File: config.mk
export PLATFORM = sky130hd
export DESIGN_NAME = imem_loader
export DESIGN_NICKNAME = d
export VERILOG_FILES = /design/src/rtl/imem_loader.sv
export SDC_FILE = /design/constraint.sdc
export NUM_CORES = 1
export LEC_CHECK = 0
export CAP_MARGIN = 0
export CORE_ASPECT_RATIO = 2
export CORE_MARGIN = 3
export CORE_UTILIZATION = 40
export CTS_CLUSTER_DIAMETER = 80
export DETAILED_ROUTE_END_ITERATION = 12
export GPL_TIMING_DRIVEN = 0
export PLACE_DENSITY = 0.7
export REMOVE_ABC_BUFFERS = 1
export SYNTH_ARGS = -nofsm -noshare
export SYNTH_HDL_FRONTEND = slang
export SYNTH_SLANG_ARGS = --single-unit
File: constraint.sdc
create_clock -name clk -period 3.1 [get_ports clk]
set_input_delay 0.465 -clock clk [delete_from_list [all_inputs] [get_ports clk]]
set_output_delay 0.465 -clock clk [all_outputs]
set_load 0.02 [all_outputs]
File: src/rtl/imem_loader.sv
// Streams a byte image into instruction memory: packs bytes big-endian into words,
// writes them to consecutive addresses, holds the CPU off and keeps a running word checksum.
module imem_loader #(
    parameter int unsigned ADDR_W = 16,
    parameter int unsigned DATA_W = 32
) (
    input  logic              clk,
    input  logic              rst,
    input  logic              start_i,
    input  logic [ADDR_W-1:0] base_addr_i,
    input  logic [ADDR_W-1:0] len_i,
    input  logic              byte_valid_i,
    input  logic [7:0]        byte_data_i,
    output logic              byte_ready_o,
    output logic              mem_we_o,
    output logic [ADDR_W-1:0] mem_addr_o,
    output logic [DATA_W-1:0] mem_data_o,
    output logic              cpu_hold_o,
    output logic              busy_o,
    output logic              done_o,
    output logic [DATA_W-1:0] checksum_o
);

    localparam int unsigned BYTE_W = 8;

    typedef enum logic [1:0] {
        S_IDLE,
        S_RECV,
        S_WRITE,
        S_DONE
    } state_e;

    state_e            state_q, state_d;
    logic [ADDR_W-1:0] base_q, base_d;
    logic [ADDR_W-1:0] len_q, len_d;
    logic [ADDR_W-1:0] idx_q, idx_d;
    logic [1:0]        cnt_q, cnt_d;
    logic [DATA_W-1:0] word_q, word_d;
    logic [ADDR_W-1:0] addr_q, addr_d;
    logic [DATA_W-1:0] data_q, data_d;
    logic [DATA_W-1:0] sum_q, sum_d;

    // Next-state and datapath; byte_ready is high exactly in RECV, so valid alone means a transfer there.
    always_comb begin
        state_d = state_q;
        base_d  = base_q;
        len_d   = len_q;
        idx_d   = idx_q;
        cnt_d   = cnt_q;
        word_d  = word_q;
        addr_d  = addr_q;
        data_d  = data_q;
        sum_d   = sum_q;
        case (state_q)
            S_IDLE: begin
                if (start_i) begin
                    sum_d = '0;
                    if (len_i != '0) begin
                        base_d  = base_addr_i;
                        len_d   = len_i;
                        idx_d   = '0;
                        cnt_d   = '0;
                        state_d = S_RECV;
                    end else begin
                        state_d = S_DONE;
                    end
                end
            end
            S_RECV: begin
                if (byte_valid_i) begin
                    word_d = {word_q[DATA_W-BYTE_W-1:0], byte_data_i};
                    cnt_d  = cnt_q + 2'd1;
                    if (cnt_q == 2'd3) begin
                        addr_d  = ADDR_W'(base_q + idx_q);
                        data_d  = word_d;
                        state_d = S_WRITE;
                    end
                end
            end
            S_WRITE: begin
                sum_d   = sum_q + data_q;
                idx_d   = idx_q + ADDR_W'(1);
                state_d = (idx_q == ADDR_W'(len_q - ADDR_W'(1))) ? S_DONE : S_RECV;
            end
            S_DONE: begin
                state_d = S_IDLE;
            end
            default: begin
                state_d = S_IDLE;
            end
        endcase
    end

    always_ff @(posedge clk) begin
        if (rst) begin
            state_q <= S_IDLE;
            base_q  <= '0;
            len_q   <= '0;
            idx_q   <= '0;
            cnt_q   <= '0;
            word_q  <= '0;
            addr_q  <= '0;
            data_q  <= '0;
            sum_q   <= '0;
        end else begin
            state_q <= state_d;
            base_q  <= base_d;
            len_q   <= len_d;
            idx_q   <= idx_d;
            cnt_q   <= cnt_d;
            word_q  <= word_d;
            addr_q  <= addr_d;
            data_q  <= data_d;
            sum_q   <= sum_d;
        end
    end

    // Control outputs are pure decodes of the state register.
    assign byte_ready_o = (state_q == S_RECV);
    assign mem_we_o     = (state_q == S_WRITE);
    assign done_o       = (state_q == S_DONE);
    assign busy_o       = (state_q != S_IDLE);
    assign cpu_hold_o   = (state_q != S_IDLE);
    assign mem_addr_o   = addr_q;
    assign mem_data_o   = data_q;
    assign checksum_o   = sum_q;

endmodule

==> impl.org <==
* Flow results

** Placed design
- At the end of routability-driven placement, the weighted congestion stood at 0.871.
- Worst setup slack after placement :: -1190 ps
- Per the detailed placement report, the placed cell area equals 9840 um2.
- Post-DP HPWL :: 17.0 mm

** Worst setup path
- The cell sequence reported for the critical path is ha_1, fa_1, a21o_1, a21oi_4, o21ai_2, a211o_1, a21oi_2, o21ai_0, a31o_2, a211oi_1, o21ai_1.
- Critical path data arrival time :: 3310 ps
- Critical-path maximum fanout :: 4
- The number of cells on the worst reg-to-reg path is 11.
- Critical Path Sink Type :: flip-flop
- The largest individual stage delay along the critical path comes from the cell sky130_fd_sc_hd__fa_1.

** Pwr
- The largest part of the power goes to sequential cells.
- Power dissipated in combinational cells :: 0.000395 W
- Part of the total power dissipated in combinational logic :: 8.7%
- Per report_power, the sequential group accounts for 45.8% of the total.
- Internal power component :: 0.00334 W
- Looking at the power breakdown, the clock network takes 45.5% of the total.
- Of the total power, the share spent switching nets is 26.4%.

** Final timing
- Hold Violations, Final :: 0
- The pin closest to its max-slew limit shows a slew of 1060 ps.
- Min cycle time layout :: 2990 ps
- Final Max Slew Viols :: 0
- RSZ-0062 raised after global routing :: no
- Setup Skew :: 8.66 ps
- Setup tns final :: 0 ps
- The final timing report counts setup violations totalling 0.

** Clock network
- Depth of the CTS H-tree :: 4
- The post-CTS hold buffer count recorded in the log is 0.
- Number of buffers on the longest clock path :: 2
- On the reported timing paths, the clock transition at the registers reads 70 ps.
- The tree built by TritonCTS fans out to 156 sinks.
- Clock tree root buffer cell :: sky130_fd_sc_hd__clkbuf_16
- Counting the buffers created by CTS gives 17.

** Synth
- The synthesized netlist devotes 22.0% of its cell area to simple gates.
- Ys async rst share :: 0%
- The warning tally printed by Yosys for this design is 0.
- The gate-level netlist out of Yosys references 77 unique cell types.
- Most frequently used flop master after synthesis :: sky130_fd_sc_hd__dfxtp_1
- Cell count listed in synth_stat.txt :: 1048
- Synthesis handed over a netlist of 1048 instances.
- Measured against the total synthesized area, the mux share comes to 0.494%.
- Count of flip-flops with a built-in enable after synthesis :: 0
- Sequential share of the synthesized area :: 37.4%
- In this run the mean area of a mapped cell was 7.97 um2.
- Synth area leaders :: sky130_fd_sc_hd__dfxtp_1 37%, sky130_fd_sc_hd__nand2_1 11%, sky130_fd_sc_hd__a21oi_1 9.2%
- Leading cell type by number of instances after synthesis :: sky130_fd_sc_hd__nand2_1
- Top cell area share :: 37.4%
- Dominant kind of combinational cell :: AND-OR/OR-AND gates

** Floorplanning
- Area of the core region :: 20500 um2
- Die extent in x :: 108 um
- In this run the full chip footprint comes out at 22800 um2.
- Die Y-Extent :: 210 um

** Global routing
- Wire length of the first global-routing pass :: 36.0 mm
- Global routing usage summed across all routing layers :: 20.0%
- The initial antenna violation count came to 0.
- GR met1 Demand/Resource :: 19.5%

** Drt
- Residual DRC :: 0
- Wire segments on met2 add up to 13.1 mm in the final route.
- Met3 layer wire length in the routed design :: 579 um
- M1 wire length :: 8.10 mm
- After detailed routing, the average wire length per cell comes to 15.8 um.
- Signal nets in the final route climb as high as met4.

** Finish
- The post-route netlist has 5.85% of its cells at a drive strength greater than 1.
- Once layout is done, the placed cells without fillers occupy 10500 um2.
- Area added between synthesis and finish :: 25.2%
- The library cell used most frequently in the layout, excluding fill and tap cells, is sky130_fd_sc_hd__nand2_1.
- Most used cells in the layout excluding fill and tap cells :: 241 x sky130_fd_sc_hd__nand2_1, 156 x sky130_fd_sc_hd__dfxtp_1, 153 x sky130_fd_sc_hd__a21oi_1
- Filler Cell Count :: 1981
- Count of non-filler cells in the finished layout :: 1429

** Worst hold path
- The worst hold path was traced through 2 stages.

** Run status
- Result of the run :: finished clean
worst max-delay path, delay by kind of cell, from the launching register on:
family                     cells  cell delay [ps]
DFF                            1              330
AOI/OAI and AO/OA              9             1880
adders and majority gates      2              680
area by class of cell:
class / instances / share of cell area, %
clock inverter: 14 / 1.40
sequential: 156 / 29.9
tap: 266 / 3.18
inverter: 20 / 0.718
clock buffer: 18 / 4.10
multi-input combinational: 824 / 48.0
timing repair buffer: 131 / 12.8
path summary, 6_finish.rpt:
kind	startpoint	to	slack, ps
worst max register to register	mem_data_o[0]	checksum_o[20]	110
worst max-delay path	mem_data_o[0]	checksum_o[20]	110
worst min register to register	word_q[19]	mem_data_o[27]	450
worst min-delay path	word_q[19]	mem_data_o[27]	450
Fig. 1: the metal 2 layer
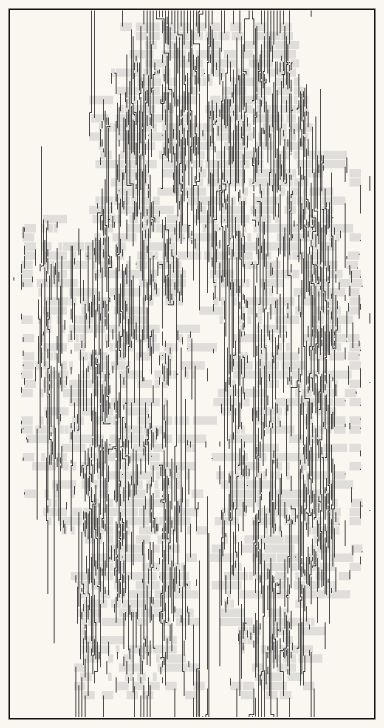
main direction: vertical
longest straight run: 81.9 um
nets with wire on the layer: 1025
total routed wirelength: 22.6 mm
number of vias in the routed layout: 7650
met2 capacity usage during global routing: 39.7%

Fig. 2: the metal 3 layer
Bar = 20 um.
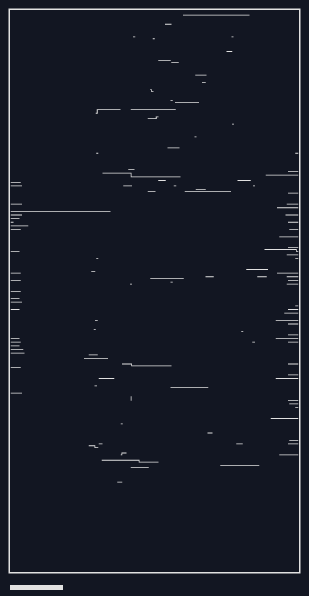
main direction: horizontal
nets with wire on the layer: 89
met3 Track Usage GR: 2.85%

Power figures rest on the tool's default switching activity, not on a simulated workload.
